==> config.mk <==
export PLATFORM = sky130hd
export DESIGN_NAME = coin_feeder
export DESIGN_NICKNAME = d
export VERILOG_FILES = /design/src/rtl/coin_feeder.sv
export SDC_FILE = /design/constraint.sdc
export NUM_CORES = 1
export LEC_CHECK = 0
export ABC_CLOCK_PERIOD_IN_PS = 2450
export CORE_ASPECT_RATIO = 1.1
export CORE_MARGIN = 2
export CORE_UTILIZATION = 49
export CTS_BUF_LIST = sky130_fd_sc_hd__clkbuf_4 sky130_fd_sc_hd__clkbuf_8 sky130_fd_sc_hd__clkbuf_16
export DETAILED_ROUTE_END_ITERATION = 6
export PLACE_DENSITY = 0.75
export SETUP_SLACK_MARGIN = 0.05
export SYNTH_ARGS = -nofsm -noshare
export SYNTH_HDL_FRONTEND = slang
export SYNTH_SLANG_ARGS = --single-unit
==> constraint.sdc <==
create_clock -name clk -period 2.45 [get_ports clk]
set_input_delay 0.49 -clock clk [delete_from_list [all_inputs] [get_ports clk]]
set_output_delay 0.49 -clock clk [all_outputs]
set_load 0.005 [all_outputs]
==> src/rtl/coin_feeder.sv <==
// coin_feeder
// Front end for the vending machine FSM. Each raw coin-sensor level is
// synchronised through two flops and then debounced. Every accepted coin is
// queued in a small FIFO, and the FIFO is drained as single-cycle coin1/coin2
// pulses while the machine can still take credit. Once the credit reaches 4,
// issue is blocked until the machine reports a vend on dispense.
//
// Ports:
//   clk         - single clock, rising edge
//   reset       - synchronous, active-high
//   raw_coin1   - asynchronous level from the 1-unit coin sensor
//   raw_coin2   - asynchronous level from the 2-unit coin sensor
//   dispense    - one-cycle vend indication from the vending machine
//   coin1       - registered one-cycle pulse, 1-unit coin
//   coin2       - registered one-cycle pulse, 2-unit coin
//   fifo_count  - current FIFO occupancy
//   reject      - one-cycle pulse when an accepted coin event is dropped
//   vend_count  - count of dispense pulses seen while waiting for a vend
//   err         - sticky flag, dispense seen while feeding
module coin_feeder #(
  parameter int DEPTH    = 4,
  parameter int DEBOUNCE = 4,
  parameter int CNT_W    = 8
) (
  input  logic                     clk,
  input  logic                     reset,
  input  logic                     raw_coin1,
  input  logic                     raw_coin2,
  input  logic                     dispense,
  output logic                     coin1,
  output logic                     coin2,
  output logic [$clog2(DEPTH):0]   fifo_count,
  output logic                     reject,
  output logic [CNT_W-1:0]         vend_count,
  output logic                     err
);

  localparam int AW = $clog2(DEPTH);
  localparam int DW = $clog2(DEBOUNCE + 1);
  localparam logic [DW-1:0] DB_LAST = DW'(DEBOUNCE - 1);
  localparam logic [AW:0]   FULL    = (AW + 1)'(DEPTH);

  typedef enum logic {FEED, WAIT_VEND} state_t;

  // Index 0 is the coin1 channel, index 1 is the coin2 channel.
  logic [1:0]    raw;
  logic [1:0]    sync1;
  logic [1:0]    sync2;
  logic [1:0]    armed;
  logic [DW-1:0] db_cnt [2];
  logic [1:0]    ev;

  logic          mem [DEPTH];
  logic [AW-1:0] wr_ptr;
  logic [AW-1:0] rd_ptr;

  state_t        state;
  logic [2:0]    credit;

  logic          pop;
  logic          push;
  logic          push_ok;
  logic          drop;
  logic          full;
  logic          head;
  logic [2:0]    new_credit;

  assign raw = {raw_coin2, raw_coin1};

  always_ff @(posedge clk) begin
    if (reset) begin
      sync1 <= '0;
      sync2 <= '0;
    end else begin
      sync1 <= raw;
      sync2 <= sync1;
    end
  end

  // The level that advances a channel's counter equals its armed bit: an
  // armed channel counts high cycles, a disarmed channel counts low cycles.
  // Reaching DEBOUNCE toggles the armed state, which gives one event per
  // sensor high period.
  always_ff @(posedge clk) begin
    if (reset) begin
      armed     <= 2'b11;
      db_cnt[0] <= '0;
      db_cnt[1] <= '0;
    end else begin
      for (int i = 0; i < 2; i++) begin
        if (sync2[i] == armed[i]) begin
          if (db_cnt[i] == DB_LAST) begin
            db_cnt[i] <= '0;
            armed[i]  <= ~armed[i];
          end else begin
            db_cnt[i] <= db_cnt[i] + 1'b1;
          end
        end else begin
          db_cnt[i] <= '0;
        end
      end
    end
  end

  // An event is the cycle in which an armed channel's counter is about to
  // reach DEBOUNCE, so the push lands on the same edge that disarms it.
  assign ev[0] = armed[0] & sync2[0] & (db_cnt[0] == DB_LAST);
  assign ev[1] = armed[1] & sync2[1] & (db_cnt[1] == DB_LAST);

  assign full       = (fifo_count == FULL);
  assign head       = mem[rd_ptr];
  assign pop        = (state == FEED) && (fifo_count != '0);
  assign push       = ev[0] | ev[1];
  // A pop in the same cycle frees a slot, so a full FIFO still accepts.
  assign push_ok    = push && (!full || pop);
  // A coin1 event that coincides with a coin2 event is always lost.
  assign drop       = (ev[0] & ev[1]) || (push && full && !pop);
  assign new_credit = credit + (head ? 3'd2 : 3'd1);

  // Entries are 1 bit: 0 = coin1, 1 = coin2 (coin2 wins a same-cycle tie).
  always_ff @(posedge clk) begin
    if (reset) begin
      wr_ptr     <= '0;
      rd_ptr     <= '0;
      fifo_count <= '0;
      reject     <= 1'b0;
    end else begin
      reject <= drop;
      if (push_ok) begin
        mem[wr_ptr] <= ev[1];
        wr_ptr      <= wr_ptr + 1'b1;
      end
      if (pop) begin
        rd_ptr <= rd_ptr + 1'b1;
      end
      case ({push_ok, pop})
        2'b10:   fifo_count <= fifo_count + 1'b1;
        2'b01:   fifo_count <= fifo_count - 1'b1;
        default: fifo_count <= fifo_count;
      endcase
    end
  end

  // Credit mirrors the machine's accumulated value. It stays within 0..5
  // because issue stops as soon as it reaches 4.
  always_ff @(posedge clk) begin
    if (reset) begin
      state      <= FEED;
      credit     <= '0;
      coin1      <= 1'b0;
      coin2      <= 1'b0;
      vend_count <= '0;
      err        <= 1'b0;
    end else begin
      coin1 <= 1'b0;
      coin2 <= 1'b0;
      case (state)
        FEED: begin
          if (dispense) begin
            err <= 1'b1;
          end
          if (pop) begin
            coin1  <= ~head;
            coin2  <= head;
            credit <= new_credit;
            if (new_credit >= 3'd4) begin
              state <= WAIT_VEND;
            end
          end
        end
        WAIT_VEND: begin
          if (dispense) begin
            credit     <= '0;
            vend_count <= vend_count + 1'b1;
            state      <= FEED;
          end
        end
        default: state <= FEED;
      endcase
    end
  end

endmodule

==> results_slide.txt <==
Key Metrics from the Run

Status
  – Outcome: complete, no violations

Critical path
  – R2R cell count: 8
  – Worst endpoint data arrival time: 2460 ps
  – RR Startpoint: db_cnt[0][0]
  – Critical Path Stages: 8
  – Crit path from: db_cnt[0][0]

CTS
  – CTS buffer count: 5
  – H-tree depth: 2
  – # hold bufs at CTS: 0
  – Clk root buf: clkbuf_8
  – Clock transition at path regs: 80 ps

Finish
  – Clk tree area frac: 5.912%
  – Plain + repair buffers: 23
  – Fin area: 0.002265 sq mm
  – Area Growth Syn to Fin: 22.05%
  – Final core occ: 62.46%
  – Inverters: 13
  – N_diodes: 0
  – Max reg flops: 8
  – Largest Register: vend_count

Hold path
  – Hold_sp: sync1[1]
  – Hold Path Depth: 1
  – Worst hold path class: reg2reg

STA
  – Fin. max-slew vios: 0
  – RSZ-0062 raised after global routing: no
  – Final worst slack: 208.7 ps
  – Final hold slack: 452.3 ps
  – Fin Setup TNS: 0 ps

Synthesis
  – Top cells by count: 31 x dfxtp_1, 22 x nor2_1, 13 x inv_1
  – Ys flop type: dfxtp_1
  – Syn. warnings: 0
  – Top cells, area: dfxtp_1 33%, edfxtp_1 16%, ha_1 8.1%, xnor2_1 5.2%, nor2_1 4.5%
  – Syn Inst Count: 179
  – Area share, top type: 33.45%
  – Adder share: 10.79%
  – Yosys Instances: 179
  – Xor/xnor share: 5.664%
  – Basic Gates by Area: 20.30%
  – Yosys reg bits: 41

Die
  – Die area: 0.004296 sq mm
  – Top Ports: 20
  – FP Util: 51.17%

Power and ir drop
  – Switching share of total power: 28.40%
  – Clock-net power: 0.000637 W
  – Max rail drop VDD: 0.5694 mV
  – Pwr Total: 0.001974 W
  – Leak: 0.8565 nW
  – Int Power: 0.001413 W
  – Combinational fraction of design power: 25.2%
  – Comb pwr: 0.000497 W
  – Seq pwr: 0.000841 W

Global route
  – Antenna violations before repair: 0
  – Vias in the first global route: 1356
  – First-pass GRT wire length: 5961 um
  – Grt ovf: 0
  – Largest net degree at the start of global routing: 16

Place
  – HPWL Detailed: 2559 um
  – Post-place setup slack: 48.10 ps

Routing
  – Residual DRC: 0
  – ANT nets after route: 0
  – TritonRoute pass-1 iters: 4
  – Vias per cell: 5.042
repair_timing:
item	in CTS	in global routing
pin swaps	1	1
buffers inserted	1	0
setup endpoints to repair	1	1
gates resized	1	0
logic make-up (layout without fill, tap and decap cells):
logic type | Yosys count | count (layout)
AOI/OAI and AO/OA | 13 | 13
xor gates and xnor gates | 12 | 12
adders and majority gates | 15 | 15
buffers and inverters | 19 | 44
DFF | 41 | 41
muxes | 5 | 5
other | 1 | 6
and+or+nand+nor | 73 | 73
layer usage:
metal | GRT usage [%] | routed length (um) | vias up
met5 | 0 | 0 | -
met4 | 8.333 | 53 | 0
met3 | 4.870 | 143 | 5
met2 | 36.69 | 1862 | 25
met1 | 18.42 | 1368 | 621
li1 | - | - | 655
zoom.png
The bar under the picture is 5 um long. Region (21, 38) to (41, 58) um. Cells in gray, sequential cells in the stronger gray; small squares are vias.
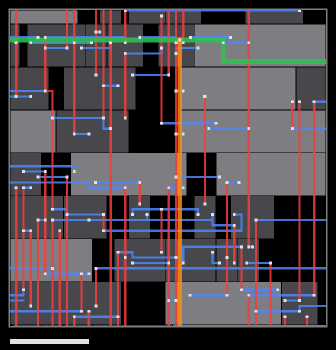
- blue: met1
- green: met3
- red: met2
- orange: met4
- netlist names of flops here include: `mem` (2), `rd_ptr` (2)
- sequential cells in the window: 7
- most frequent: dfxtp_1 (5)
- cells with their middle in the window: 26

gate_families.png
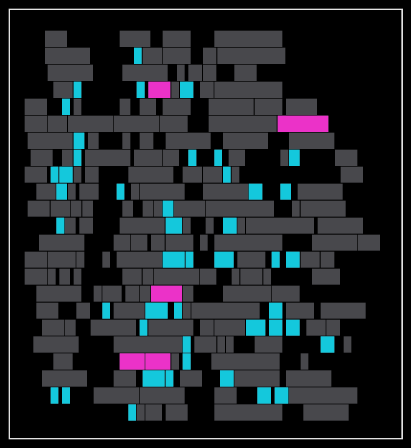
- magenta: multiplexers (cells 5)
- cyan: NOR gates (cells 45)
fraction of area in multi-input gates: 38.78%
Commonest Layout Cell: dfxtp_1
Post-Layout Cell Count: 259

final_clocks.png
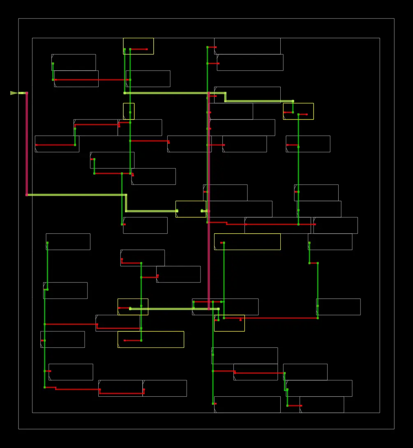
clk sinks: 41
Setup Skew: 4.039 ps
sequential cells: 41

pins.png
The bar under the picture is 20 um long. Pins as bars across the die edge, other pins in gray.
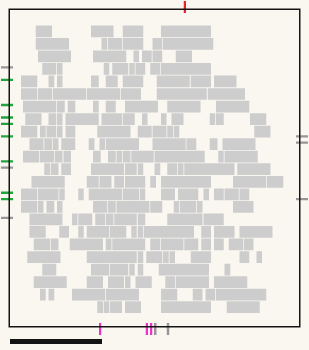
- red: `reset` (pins 1; direction input; edge top)
- magenta: `fifo_count` (pins 3; direction output; edge bottom)
- green: `vend_count` (pins 8; direction output; edge left)
die height: 68.54 um
IO Port Bufs: 19
Die W: 62.68 um

wire_density.png
The die is cut into 13 by 14 equal tiles; white is low, dark blue is high, scaled to the fullest tile. Values are wire area over tile area, all layers added.
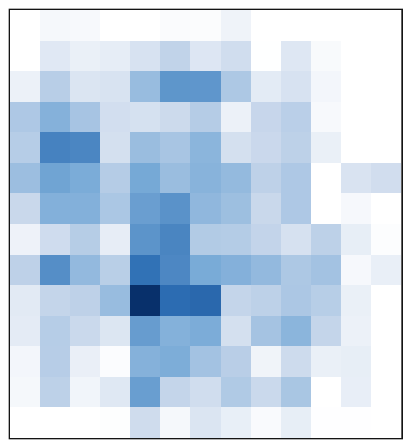
- nearly empty tiles: 20%
- emptiest ninth of the die: upper right
- tiles over half the peak: 9.9%
- fullest tile: 0.53
- densest ninth of the die: center
- mean over tiles: 0.13
via count: 1306
GRT Util Overall: 18.47%
routed wire length per instance: 13.23 um

Power figures rest on the tool's default switching activity, not on a simulated workload.
